File: config.mk
export PLATFORM = sky130hd
export DESIGN_NAME = mapping_scheduler_flat
export DESIGN_NICKNAME = d
export VERILOG_FILES = /design/src/rtl/polar_map_pkg.sv /design/src/rtl/mapping_scheduler_if.sv /design/src/rtl/mapping_slot_counter.sv /design/src/rtl/mapping_scheduler.sv /design/src/flat_wrapper.sv
export SDC_FILE = /design/constraint.sdc
export NUM_CORES = 1
export LEC_CHECK = 0
export ABC_AREA = 0
export CAP_MARGIN = 20
export CORE_AREA = 2 2 110 112
export CTS_BUF_LIST = sky130_fd_sc_hd__clkbuf_8
export DETAILED_ROUTE_END_ITERATION = 12
export DIE_AREA = 0 0 112 114
export PLACE_DENSITY_LB_ADDON = 0.25
export SLEW_MARGIN = 10
export SYNTH_ARGS = -nofsm -noshare
export SYNTH_HDL_FRONTEND = slang
export SYNTH_SLANG_ARGS = --single-unit
File: constraint.sdc
create_clock -name clk -period 3 [get_ports clk]
set_clock_uncertainty 0.1 [all_clocks]
set_input_delay 0.3 -clock clk [delete_from_list [all_inputs] [get_ports clk]]
set_output_delay 0.3 -clock clk [all_outputs]
set_load 0.005 [all_outputs]
File: src/rtl/polar_map_pkg.sv
// Shared constants and FSM state type for the polar-code mapping scheduler.
package polar_map_pkg;
    localparam int ADDR_W  = 10;
    localparam int NMAX    = 1024;
    localparam int NIN_MIN = 5;
    localparam int NIN_MAX = 10;

    typedef enum logic [1:0] {
        ST_IDLE,
        ST_LOAD,
        ST_READ,
        ST_DONE
    } state_t;
endpackage

File: src/rtl/mapping_scheduler_if.sv
// Data-in handshake, mask ROM, frame RAM write port and mapping-datapath drive.
interface mapping_scheduler_if #(
    parameter int ADDR_W = polar_map_pkg::ADDR_W
);
    logic              dataIn;
    logic              dataValidIn;
    logic              dataReadyOut;
    logic [ADDR_W-1:0] maskAddr;
    logic              maskBit;
    logic              frameDIn;
    logic [ADDR_W-1:0] frameWrAddr;
    logic              frameWrEn;
    logic              readFrame;
    logic              Q;
    logic [7:0]        nOut;

    modport master (
        input  dataIn, dataValidIn, maskBit,
        output dataReadyOut, maskAddr, frameDIn, frameWrAddr, frameWrEn,
               readFrame, Q, nOut
    );

    modport slave (
        output dataIn, dataValidIn, maskBit,
        input  dataReadyOut, maskAddr, frameDIn, frameWrAddr, frameWrEn,
               readFrame, Q, nOut
    );
endinterface

File: src/rtl/mapping_slot_counter.sv
// Loadable up-counter that stops at term_val rather than wrapping past it.
module mapping_slot_counter #(
    parameter int W = 10
) (
    input  logic         clk,
    input  logic         reset,
    input  logic         enb,
    input  logic         load,
    input  logic [W-1:0] load_val,
    input  logic         inc,
    input  logic [W-1:0] term_val,
    output logic [W-1:0] count,
    output logic         tc
);
    assign tc = (count == term_val);

    always_ff @(posedge clk or negedge reset) begin
        if (!reset) begin
            count <= '0;
        end else if (enb) begin
            if (load) begin
                count <= load_val;
            end else if (inc && !tc) begin
                count <= count + W'(1);
            end
        end
    end
endmodule

File: src/rtl/mapping_scheduler.sv
// Sequences one polar-mapping job: load K info bits into the frame RAM, then sweep
// the N-entry frozen/info mask to drive the mapping datapath and verify the info count.
module mapping_scheduler
    import polar_map_pkg::*;
#(
    parameter int ADDR_W = polar_map_pkg::ADDR_W,
    parameter int QLAG   = 2
) (
    input  logic               clk,
    input  logic               reset,
    input  logic               enb,
    input  logic               startIn,
    input  logic [7:0]         nIn,
    input  logic [ADDR_W-1:0]  kIn,
    output logic               busy,
    output logic               doneOut,
    output logic               errOut,
    mapping_scheduler_if.master bus
);
    localparam int CW = ADDR_W + 1;
    localparam logic [CW-1:0] LAG_M1 = CW'(QLAG - 1);
    localparam logic [CW-1:0] LAG    = CW'(QLAG);

    state_t            state, state_nxt;
    logic [CW-1:0]     n_full, k_len, rd_term, rd_cnt, ones_cnt, ones_nxt;
    logic [ADDR_W-1:0] n_m1, k_m1, ld_cnt;
    logic              legal, start_ok, start_bad, accept;
    logic              ld_tc, rd_tc, rd_last, q_win;

    assign n_full = CW'(1) << nIn[3:0];
    assign legal  = (nIn >= 8'(NIN_MIN)) && (nIn <= 8'(NIN_MAX)) &&
                    (int'(nIn) <= ADDR_W) && (int'(n_full) <= NMAX) &&
                    (kIn != '0) && ({1'b0, kIn} <= n_full);

    assign start_ok  = (state == ST_IDLE) && startIn && legal;
    assign start_bad = (state == ST_IDLE) && startIn && !legal;

    // Ready is gated by enb so an upstream source never sees a handshake the
    // frozen pipeline would drop.
    assign bus.dataReadyOut = (state == ST_LOAD) && enb;
    assign accept           = bus.dataReadyOut && bus.dataValidIn;

    assign rd_last       = (state == ST_READ) && rd_tc;
    assign q_win         = (state == ST_READ) && (rd_cnt >= LAG);
    assign bus.readFrame = (state == ST_READ);
    assign bus.Q         = q_win & bus.maskBit;
    assign ones_nxt      = ones_cnt + CW'(bus.Q);

    assign busy    = (state != ST_IDLE);
    assign doneOut = (state == ST_DONE);

    mapping_slot_counter #(.W(ADDR_W)) u_load_cnt (
        .clk      (clk),
        .reset    (reset),
        .enb      (enb),
        .load     (start_ok),
        .load_val ('0),
        .inc      (accept),
        .term_val (k_m1),
        .count    (ld_cnt),
        .tc       (ld_tc)
    );

    mapping_slot_counter #(.W(CW)) u_read_cnt (
        .clk      (clk),
        .reset    (reset),
        .enb      (enb),
        .load     (start_ok),
        .load_val ('0),
        .inc      (state == ST_READ),
        .term_val (rd_term),
        .count    (rd_cnt),
        .tc       (rd_tc)
    );

    always_ff @(posedge clk or negedge reset) begin
        if (!reset) begin
            state <= ST_IDLE;
        end else if (enb) begin
            state <= state_nxt;
        end
    end

    always_comb begin
        state_nxt = state;
        case (state)
            ST_IDLE: if (start_ok) state_nxt = ST_LOAD;
            ST_LOAD: if (accept && ld_tc) state_nxt = ST_READ;
            ST_READ: if (rd_tc) state_nxt = ST_DONE;
            ST_DONE: state_nxt = ST_IDLE;
            default: state_nxt = ST_IDLE;
        endcase
    end

    always_ff @(posedge clk or negedge reset) begin
        if (!reset) begin
            n_m1            <= '0;
            k_m1            <= '0;
            k_len           <= '0;
            rd_term         <= '0;
            ones_cnt        <= '0;
            errOut          <= 1'b0;
            bus.nOut        <= '0;
            bus.frameWrEn   <= 1'b0;
            bus.frameDIn    <= 1'b0;
            bus.frameWrAddr <= '0;
            bus.maskAddr    <= '0;
        end else if (enb) begin
            bus.frameWrEn <= accept;
            if (accept) begin
                bus.frameDIn    <= bus.dataIn;
                bus.frameWrAddr <= ld_cnt;
            end

            if (start_ok) begin
                n_m1     <= ADDR_W'(n_full - CW'(1));
                k_m1     <= kIn - ADDR_W'(1);
                k_len    <= {1'b0, kIn};
                rd_term  <= n_full + LAG_M1;
                ones_cnt <= '0;
                bus.nOut <= nIn;
                errOut   <= 1'b0;
            end else if (start_bad) begin
                errOut <= 1'b1;
            end

            if (bus.Q) begin
                ones_cnt <= ones_nxt;
            end
            if (rd_last && (ones_nxt != k_len)) begin
                errOut <= 1'b1;
            end

            // Mask address leads Q by one cycle to cover the ROM read latency.
            if (state != ST_READ) begin
                bus.maskAddr <= '0;
            end else if ((rd_cnt >= LAG_M1) && (bus.maskAddr != n_m1)) begin
                bus.maskAddr <= bus.maskAddr + ADDR_W'(1);
            end
        end
    end
endmodule

File: src/flat_wrapper.sv
// flat-port wrapper written by rule: the top's interface ports become plain ports
module mapping_scheduler_flat import polar_map_pkg::*;
#(
    parameter int ADDR_W = polar_map_pkg::ADDR_W,
    parameter int QLAG   = 2
)
  (clk, reset, enb, startIn, nIn, kIn, busy, doneOut, errOut, bus_dataIn, bus_dataValidIn, bus_maskBit, bus_dataReadyOut, bus_maskAddr, bus_frameDIn, bus_frameWrAddr, bus_frameWrEn, bus_readFrame, bus_Q, bus_nOut);
  mapping_scheduler_if #(.ADDR_W(ADDR_W)) bus_i ();
  input  logic clk;
  input  logic reset;
  input  logic enb;
  input  logic startIn;
  input  logic [7:0] nIn;
  input  logic [ADDR_W-1:0] kIn;
  output logic busy;
  output logic doneOut;
  output logic errOut;
  input wire logic [$bits(bus_i.dataIn)-1:0] bus_dataIn;
  input wire logic [$bits(bus_i.dataValidIn)-1:0] bus_dataValidIn;
  input wire logic [$bits(bus_i.maskBit)-1:0] bus_maskBit;
  output wire logic [$bits(bus_i.dataReadyOut)-1:0] bus_dataReadyOut;
  output wire logic [$bits(bus_i.maskAddr)-1:0] bus_maskAddr;
  output wire logic [$bits(bus_i.frameDIn)-1:0] bus_frameDIn;
  output wire logic [$bits(bus_i.frameWrAddr)-1:0] bus_frameWrAddr;
  output wire logic [$bits(bus_i.frameWrEn)-1:0] bus_frameWrEn;
  output wire logic [$bits(bus_i.readFrame)-1:0] bus_readFrame;
  output wire logic [$bits(bus_i.Q)-1:0] bus_Q;
  output wire logic [$bits(bus_i.nOut)-1:0] bus_nOut;
  assign bus_i.dataIn = bus_dataIn;
  assign bus_i.dataValidIn = bus_dataValidIn;
  assign bus_i.maskBit = bus_maskBit;
  assign bus_dataReadyOut = bus_i.dataReadyOut;
  assign bus_maskAddr = bus_i.maskAddr;
  assign bus_frameDIn = bus_i.frameDIn;
  assign bus_frameWrAddr = bus_i.frameWrAddr;
  assign bus_frameWrEn = bus_i.frameWrEn;
  assign bus_readFrame = bus_i.readFrame;
  assign bus_Q = bus_i.Q;
  assign bus_nOut = bus_i.nOut;
  mapping_scheduler #(.ADDR_W(ADDR_W), .QLAG(QLAG)) u_core (.clk(clk), .reset(reset), .enb(enb), .startIn(startIn), .nIn(nIn), .kIn(kIn), .busy(busy), .doneOut(doneOut), .errOut(errOut), .bus(bus_i));
endmodule
Fig. 1: run 1, wiring by layer
Drawn at 4 px/µm. Only two layers are drawn.
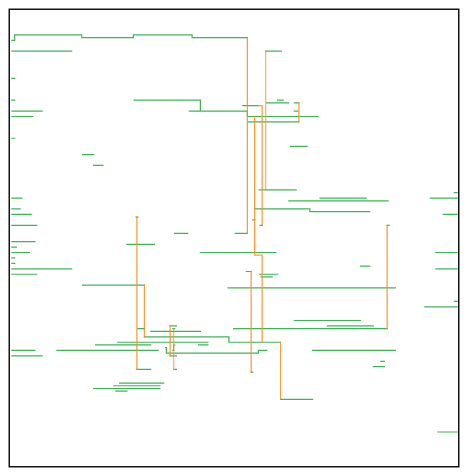
color	layer	wire length
orange	M4	312 µm
green	M3	749 µm

Fig. 2: run 1, register map, names as in the netlist
Drawn at 4 px/µm.
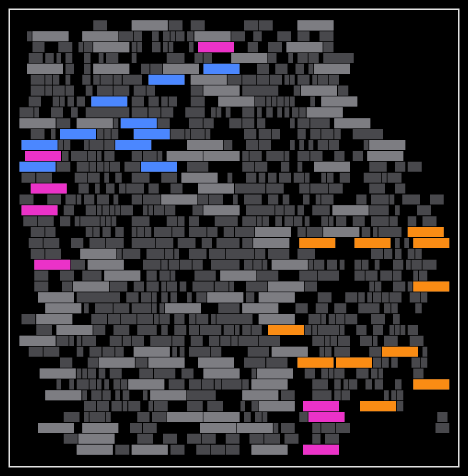
color	name in the netlist	placed flops
magenta	u_core.bus.nOut	8
blue	u_core.n_m1	10
orange	u_core.ones_cnt	11
not colored	76
Sequential Area: 2630 µm²
share of the final layout cell area in sequential cells: 0.341

Fig. 3: run 1, routing congestion map
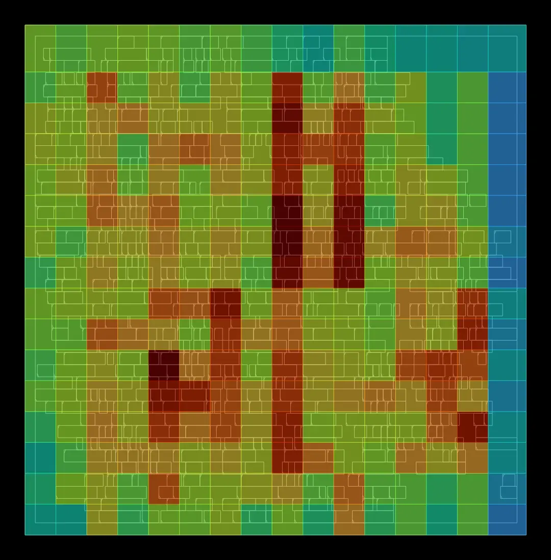
GR Layer Usage met3: 0.0600
global-route track usage on met1: 0.318

==> notes.md, run 1 <==
Implementation results.

The tightest hold margin is 0.347 ns. The worst slew slack as a fraction of its limit is 0.299. After layout, the minimum clock period comes to 2.87 ns. The via count of the first global-routing pass was 4973. Among all cell classes, the greatest summed area belongs to multi-input combinational cells. Sorting the Yosys area breakdown by cell type puts at the top sky130_fd_sc_hd__dfrtp_1. For this run, the register share of the synthesized area comes to 0.429.

The number of inverters outside the clock class in the layout is 42. Entering global routing, the biggest net connects 59 pins. The required time reported for the critical path endpoint is 3.18 ns. Listed in order, past its start point the critical path passes clkdlybuf4s50_1, buf_4, nor2b_2, nand2_1, ha_1, a21o_1, a21oi_1, buf_4, a21oi_4, nor3_4, buf_12, buf_12, mux2_2. The capture point of the worst reg-to-reg path is u_core.errOut.

Setup repair after global routing could not meet its margin everywhere. The most critical setup path has its startpoint at nIn[3]. Switching power as a fraction of the total was reported as 0.352. The worst min-delay path class is primary input to asynchronous set/reset pin. Warnings reported by Yosys during synthesis add up to 0. The fraction of synthesized cell area taken by the top area cell type is 0.429.

Per the OpenROAD floorplan log, the height of the die is 114 µm. The number of cells upsized or downsized after cts is 6. Of all flip-flops after synthesis, the portion carrying an async set or reset was 1.00. The clock latency reported for the late side of the worst-skew pair is 0.40 ns. The run finished with clean final reports. After layout, the clock buffer instance count stands at 10. The combinational fraction of design power is 0.347. The number of buffers created by CTS is 9.
==> run 1: sequential cells by signal, summed over array words and instances (netlist names), 10 cells and up <==
register / cells
u_core.ones_cnt: 11
u_core.u_read_cnt.count: 11
u_core.bus.frameWrAddr: 10
u_core.bus.maskAddr: 10
u_core.k_len: 10
u_core.k_m1: 10
u_core.n_m1: 10
u_core.rd_term: 10
u_core.u_load_cnt.count: 10
==> run 1: per-stage QoR <==
stage | worst slack [ns] | instances
after CTS | 0.00331 | 876
after floorplan | 0.155 | 611
final | 0.128 | 880
after detailed placement | -0.243 | 858
after global placement | -0.210 | 858
after global routing | -0.00987 | 880
==> run 1: worst reg2reg max path: stages (launching register included) <==
cell	delay, ns
sky130_fd_sc_hd__dfrtp_1	0.42
sky130_fd_sc_hd__nor4_4	0.30
sky130_fd_sc_hd__nand3_1	0.12
sky130_fd_sc_hd__o211a_1	0.25
sky130_fd_sc_hd__ha_2	0.21
sky130_fd_sc_hd__ha_2	0.20
sky130_fd_sc_hd__and3_4	0.17
sky130_fd_sc_hd__nand3_1	0.12
sky130_fd_sc_hd__mux2i_1	0.20
sky130_fd_sc_hd__o21ai_0	0.11
sky130_fd_sc_hd__nor4b_2	0.29
sky130_fd_sc_hd__buf_4	0.16
sky130_fd_sc_hd__o221ai_1	0.10
==> run 1: synthesized netlist by cell type, types with 2 or more instances <==
master and count:
sky130_fd_sc_hd__mux2_4 15, sky130_fd_sc_hd__nand2_1 39, sky130_fd_sc_hd__nor3b_1 3, sky130_fd_sc_hd__inv_1 41, sky130_fd_sc_hd__mux2i_1 13, sky130_fd_sc_hd__a21o_1 2
sky130_fd_sc_hd__nor3_2 2, sky130_fd_sc_hd__xor2_1 11, sky130_fd_sc_hd__buf_2 2, sky130_fd_sc_hd__o31ai_2 2, sky130_fd_sc_hd__or2_2 2, sky130_fd_sc_hd__o311ai_0 2
sky130_fd_sc_hd__or3_1 7, sky130_fd_sc_hd__a21oi_1 13, sky130_fd_sc_hd__ha_1 27, sky130_fd_sc_hd__o31ai_1 6, sky130_fd_sc_hd__nor3_1 17, sky130_fd_sc_hd__nor2b_1 10
sky130_fd_sc_hd__o21ai_0 36, sky130_fd_sc_hd__nand4_1 11, sky130_fd_sc_hd__and2_1 10, sky130_fd_sc_hd__a41oi_1 2, sky130_fd_sc_hd__dfrtp_1 105, sky130_fd_sc_hd__mux2_2 26
sky130_fd_sc_hd__nand3_1 26, sky130_fd_sc_hd__nor2_1 51, sky130_fd_sc_hd__and3_1 8, sky130_fd_sc_hd__o211ai_1 4, sky130_fd_sc_hd__nor4_1 7, sky130_fd_sc_hd__xnor2_1 61
sky130_fd_sc_hd__o22ai_1 5, sky130_fd_sc_hd__clkbuf_1 14, sky130_fd_sc_hd__buf_6 5, sky130_fd_sc_hd__o221ai_1 2
==> run 1: layer usage <==
layer	share of wire	GRT usage
met5	0	0
met4	0.021	0.0748
met3	0.049	0.0600
met2	0.49	0.397
met1	0.44	0.318
==> run 1: cell families after synthesis <==
logic type	count (synthesis)	share of synthesized area
compound gates	85	0.0899
mux	55	0.108
xor+xnor	72	0.103
fa+ha+maj	27	0.0552
buf+inv	65	0.0472
flops	105	0.429
simple gates	202	0.168
Fig. 4: run 1, metal 4
Drawn at 4 px/µm. Supply wires on this layer in gray.
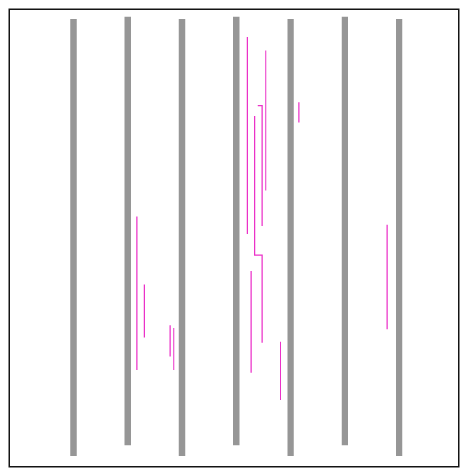

--- run 2 (diff from run 1) ---
- GPL_TIMING_DRIVEN: not set -> 0
Fig. 5: run 2, metal 4
Drawn at 4 px/µm. Supply wires on this layer in gray.
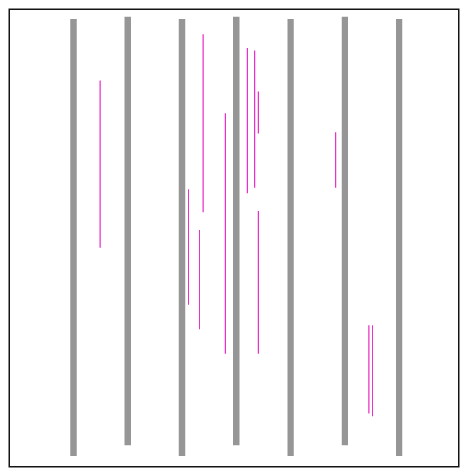
longest straight run	59.8 µm
wire length on this layer	372 µm

==> notes.md, run 2 <==
Implementation results.

Per the skew report, the later register of the worst-skew pair sees a clock latency of 0.40 ns. Of the total synthesized cell area, the portion taken by full adders, half adders and majority gates is 0.0552. The max-slew check reports its worst relative slack as 0.350. Of the post-synthesis cell area, the dominant cell type holds 0.429. The launching element of the worst setup path is u_core.u_read_cnt.count[8]. The register area share after synthesis is 0.429. The endpoint identified for the worst register-to-register timing path is u_core.errOut. In this run, the synthesized area fraction spent on AND-OR/OR-AND gates is recorded as 0.0899. Excluding fillers, the count of instances in the completed layout stands at 845.

The via count of the first global-routing pass is 4797. The OpenROAD report gives the critical path a required time of 3.16 ns. In this run the worst hold path is classified as primary input to flip-flop.

After synthesis, the largest family of logic cells by area is simple AND/OR/NAND/NOR gates. The largest registers in the layout are u_core.ones_cnt: 11 flops, u_core.u_read_cnt.count: 11 flops. Counting I/O delays and the setup requirement, the final critical path takes 2.89 ns. The fraction of synthesized area in multiplexers is 0.108. The cell-mix breakdown from Yosys lists the XOR/XNOR area share as 0.103. By count the netlist is led by 105 x sky130_fd_sc_hd__dfrtp_1, 61 x sky130_fd_sc_hd__xnor2_1, 51 x sky130_fd_sc_hd__nor2_1, 41 x sky130_fd_sc_hd__inv_1, 39 x sky130_fd_sc_hd__nand2_1. The floorplan die height is 114 µm. Of the total synthesized cell area, the portion taken by AND, OR, NAND and NOR gates is 0.168. The flow ran to the end, and the final reports show no timing, DRC or antenna violations. The number of buffers created by CTS is 9. In the post-synthesis netlist, the cell with the most instances is sky130_fd_sc_hd__dfrtp_1. In the synthesized netlist the async set-or-reset flop fraction comes to 1.00.

The cell type contributing the most total cell area after synthesis is sky130_fd_sc_hd__dfrtp_1.
Fig. 6: run 2, routing congestion map
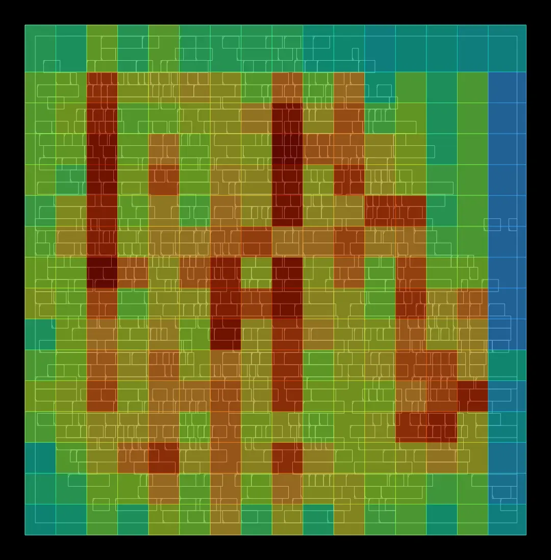
busiest grt layer: met2
global-route track usage on met1: 0.315

run 2: cell counts after synthesis:
No cell type changed its count.
run 2: worst reg2reg max path, cell delays in order, from the launching register on:
cell and delay [ns]:
sky130_fd_sc_hd__dfrtp_2 0.45, sky130_fd_sc_hd__nor4_4 0.30, sky130_fd_sc_hd__nand3_1 0.14, sky130_fd_sc_hd__o211a_4 0.29, sky130_fd_sc_hd__ha_2 0.22, sky130_fd_sc_hd__ha_4 0.18
sky130_fd_sc_hd__xnor2_1 0.16, sky130_fd_sc_hd__a311oi_2 0.31, sky130_fd_sc_hd__nand3_1 0.16, sky130_fd_sc_hd__nor4b_4 0.31, sky130_fd_sc_hd__o221ai_1 0.14
run 2: layout make-up:
type | count | area (µm²) | share of cell area
clock buffers | 9 | 124 | 0.0167
flip-flops and latches | 105 | 2640 | 0.355
inverters | 42 | 158 | 0.0212
clock inverters | 7 | 61.3 | 0.00825
repair buffers | 73 | 726 | 0.0976
well taps | 147 | 184 | 0.0247
multi-input cells | 441 | 3380 | 0.454
plain buffers | 21 | 166 | 0.0224
run 2: stage by stage:
| step | setup WS, ns | total power [mW] | cell area, µm² | hold slack [ns] | setup TNS (ns) |
|---|---|---|---|---|---|
| 2_1_floorplan | 0.155 | 2.79 | 6120 | -0.0956 | 0 |
| 3_3_place_gp | -2.41 | 3.27 | 6890 | 0.370 | -307.96 |
| 3_5_place_dp | -1.05 | 3.34 | 6920 | 0.165 | -65.94 |
| 4_1_cts | 0.0132 | 4.29 | 7300 | 0.123 | 0 |
| 5_1_grt | -0.0617 | 4.65 | 7430 | 0.143 | -0.0617 |
| 6_report | 0.113 | 4.37 | 7430 | 0.146 | 0 |
run 2: logic make-up after synthesis:
logic type / after synthesis
xor gates and xnor gates: 72
muxes: 55
DFF: 105
and+or+nand+nor: 202
buffers and inverters: 65
AOI/OAI and AO/OA: 85
adders and majority gates: 27
run 2: how the worst min path moves through the flow:
stage / from / end / slack, ns / cells after the start
3_5_place_dp: reset / u_core.bus.nOut[6] / 0.16 / 1
3_3_place_gp: u_core.bus.frameWrAddr[1] / u_core.bus.frameWrAddr[1] / 0.37 / 2
2_1_floorplan: reset / u_core.bus.frameDIn / -0.1 / 0
4_1_cts: nIn[2] / u_core.bus.nOut[2] / 0.12 / 2
5_1_grt: nIn[2] / u_core.bus.nOut[2] / 0.14 / 2
6_report: nIn[2] / u_core.bus.nOut[2] / 0.15 / 2
run 2: repair_timing:
item | in CTS | in global routing
hold endpoints to repair | 46 | 0
resized | 34 | 22
hold buffers | 1 | 0
setup endpoints to repair | 78 | 45
pin swaps | 3 | 7
setup buffers | 6 | 7
run 2: layer usage:
layer	up-vias	track usage	routed length (µm)
met5	-	0	0
met4	0	0.0846	371
met3	26	0.0452	619
met2	113	0.392	7030
met1	2330	0.315	6440
li1	2280	-	-
run 2: power by group:
| part | switching [mW] | internal, mW | leakage [nW] |
|---|---|---|---|
| combinational | 0.799 | 0.769 | 1.80 |
| clock | 0.532 | 0.319 | 0.0940 |
| sequential | 0.303 | 1.65 | 1.35 |
| total | 1.63 | 2.74 | 3.24 |
Fig. 7: run 2, metal 1
Drawn at 4 px/µm. Supply wires on this layer in gray.
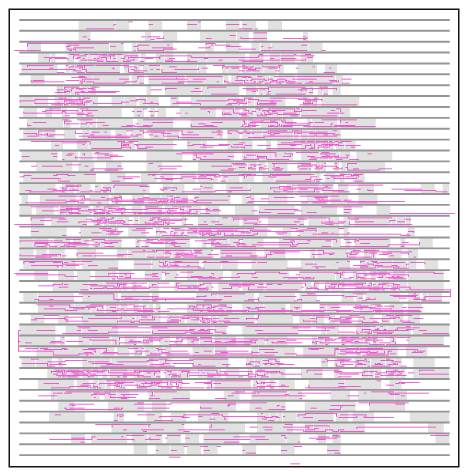

--- run 3 (diff from run 2) ---
- CORE_AREA: 2 2 110 112 -> 2 2 112 114
- DIE_AREA: 0 0 112 114 -> 0 0 114 116
- RECOVER_POWER: not set -> 50
- SYNTH_HIERARCHICAL: not set -> 1
Fig. 8: run 3, metal 1
Drawn at 4 px/µm. Supply wires on this layer in gray.
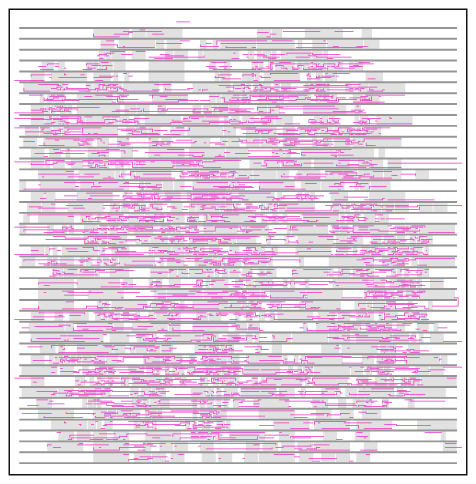
main direction	horizontal
wire length on this layer	7500 µm
longest straight run	33.1 µm

==> notes.md, run 3 <==
Implementation results.

The fraction of met3 tracks used by global routing is 0.0581. The register area share after synthesis is 0.410. In the final timing run, aggregate negative setup slack is 0 ns. The count of nets after finishing is 847. The core footprint is 11900 µm².

The via count of the first global-routing pass is 5639. The async set-or-reset flop fraction in the synthesized netlist is 1.00. The registers reported with the highest flop counts are u_core/ones_cnt: 11 flops, u_core/rd_term: 11 flops, u_core/u_read_cnt/count: 11 flops. The worst min-delay path class is primary input to flip-flop. At the later pin of the worst-skew pair, clock insertion delay measures 0.38 ns.

The number of cells on the worst hold path is 2. Measured against its own limit, the worst slew margin works out to 0.0697. Routing resource usage on met2 recorded by global route was 0.438. The required time reported for the critical path endpoint is 3.23 ns. Routability-driven placement finished with a final weighted congestion of 0.886. The final period demand of the worst path is 2.93 ns. The most common cell in the synthesized netlist is sky130_fd_sc_hd__dfrtp_1. The number of buffers created by CTS is 9. The final power report lists total power as 4.04 mW. Port buffering added 60 buffers. Per the synthesis report, the dominant area consumer among library cells is sky130_fd_sc_hd__dfrtp_1. Global routing put the most usage on met2. Sorting the synthesized cells by how often they occur yields 105 x sky130_fd_sc_hd__dfrtp_1, 103 x sky130_fd_sc_hd__nand2_1, 40 x sky130_fd_sc_hd__nor2_1, 40 x sky130_fd_sc_hd__xnor2_1, 28 x sky130_fd_sc_hd__nand3_1. The peak per-stage delay on the critical path is 0.58 ns. In this run the critical path is formed by clkdlybuf4s50_1, ha_1, and4_4, a211oi_1, a22o_2, nor3_4, buf_6, o21ai_2, or3_1, o21ai_1, o311a_1. The cell area that synthesis handed to floorplanning was 6410 µm². The fraction of synthesized cell area taken by the top area cell type is 0.410.

The cell count after synthesis is 690. The fraction of met1 tracks used by global routing is 0.352. The run finished with clean final reports. Yosys printed 6 warnings. The vertical die dimension reported for this design is 116 µm. Setup repair after global routing left no endpoint under its margin.

The sum of buffers and inverters on the critical path is 2. Entering global routing, the biggest net connects 85 pins.
Fig. 9: run 3, metal 4
Drawn at 4 px/µm. Supply wires on this layer in gray.
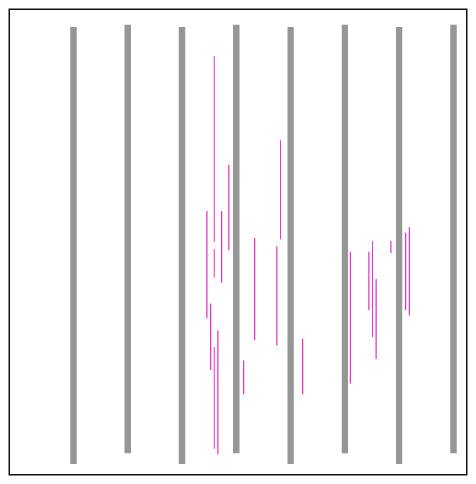
longest straight run	46.2 µm
nets with wire on the layer	17
share of all routed wire	2.5%
main direction	vertical
wire length on this layer	420 µm
number of vias after detailed routing: 5732
wirelength, routed: 17000 µm

[run 3: layout make-up]
| type | instances | area [µm²] | area share |
|---|---|---|---|
| tap | 147 | 184 | 0.0234 |
| clock inverter | 6 | 115 | 0.0147 |
| clock buffer | 9 | 124 | 0.0158 |
| multi-input combinational | 550 | 3750 | 0.478 |
| timing repair buffer | 78 | 738 | 0.0940 |
| inverter | 23 | 87.6 | 0.0112 |
| sequential | 105 | 2630 | 0.335 |
| buffer | 30 | 216 | 0.0276 |
[run 3: logic make-up (layout without fill, tap and decap cells)]
group           after synthesis  after routing  share of synthesized area
simple gates                276            276                      0.221
compound gates              145            145                      0.155
other cells                   1             23                   0.000585
xor+xnor                     60             60                     0.0855
fa+ha+maj                    25             25                     0.0488
mux                          21             21                     0.0357
buf+inv                      57            146                     0.0441
flops                       105            105                      0.410
[run 3: report_power, final]
group          leakage (nW)  internal (mW)  switching [mW]
Combinational          1.92          0.594           0.664
Clock                 0.116          0.556           0.512
Sequential             1.41           1.56           0.156
[run 3: path summary, 6_finish.rpt]
path	endpoint	slack (ns)	startpoint
setup reg to reg	u_core/errOut	0.14	u_core/u_read_cnt/count[7]
min in group asynchronous	u_core/ones_cnt[3]	0.66	reset
max in group asynchronous	u_core/u_read_cnt/count[1]	1.08	reset
hold / removal	u_core/k_m1[0]	0.25	kIn[0]
hold reg to reg	u_core/bus.nOut[0]	0.37	u_core/bus.nOut[0]
setup / recovery	u_core/u_load_cnt/count[7]	0.07	kIn[4]
[run 3: repair_timing]
item                                    4_1_cts  5_1_grt
gates resized                                41       21
hold buffers                                  1        0
endpoints found under the hold margin        21        0
setup buffers                                13        3
pin swaps                                     9        8
endpoints found under the setup margin       82       59
[run 3: metrics by stage]
step	hold slack (ns)	utilization	cell area (µm²)	setup WS [ns]	std cells
2_1_floorplan	-0.0956	-	6520	0.00294	712
3_3_place_gp	0.358	0.613	7300	-2.45	919
3_5_place_dp	0.0719	0.615	7330	-1.24	920
4_1_cts	0.216	0.655	7800	0.00989	947
5_1_grt	0.237	0.659	7850	0.000471	948
6_report	0.253	0.659	7850	0.0726	948
[run 3: layer usage]
metal	wire length, µm	part of all wire
met1	7500	0.44
met2	8040	0.47
met3	1070	0.063
met4	420	0.025
met5	0	0
Power figures rest on the tool's default switching activity, not on a simulated workload.
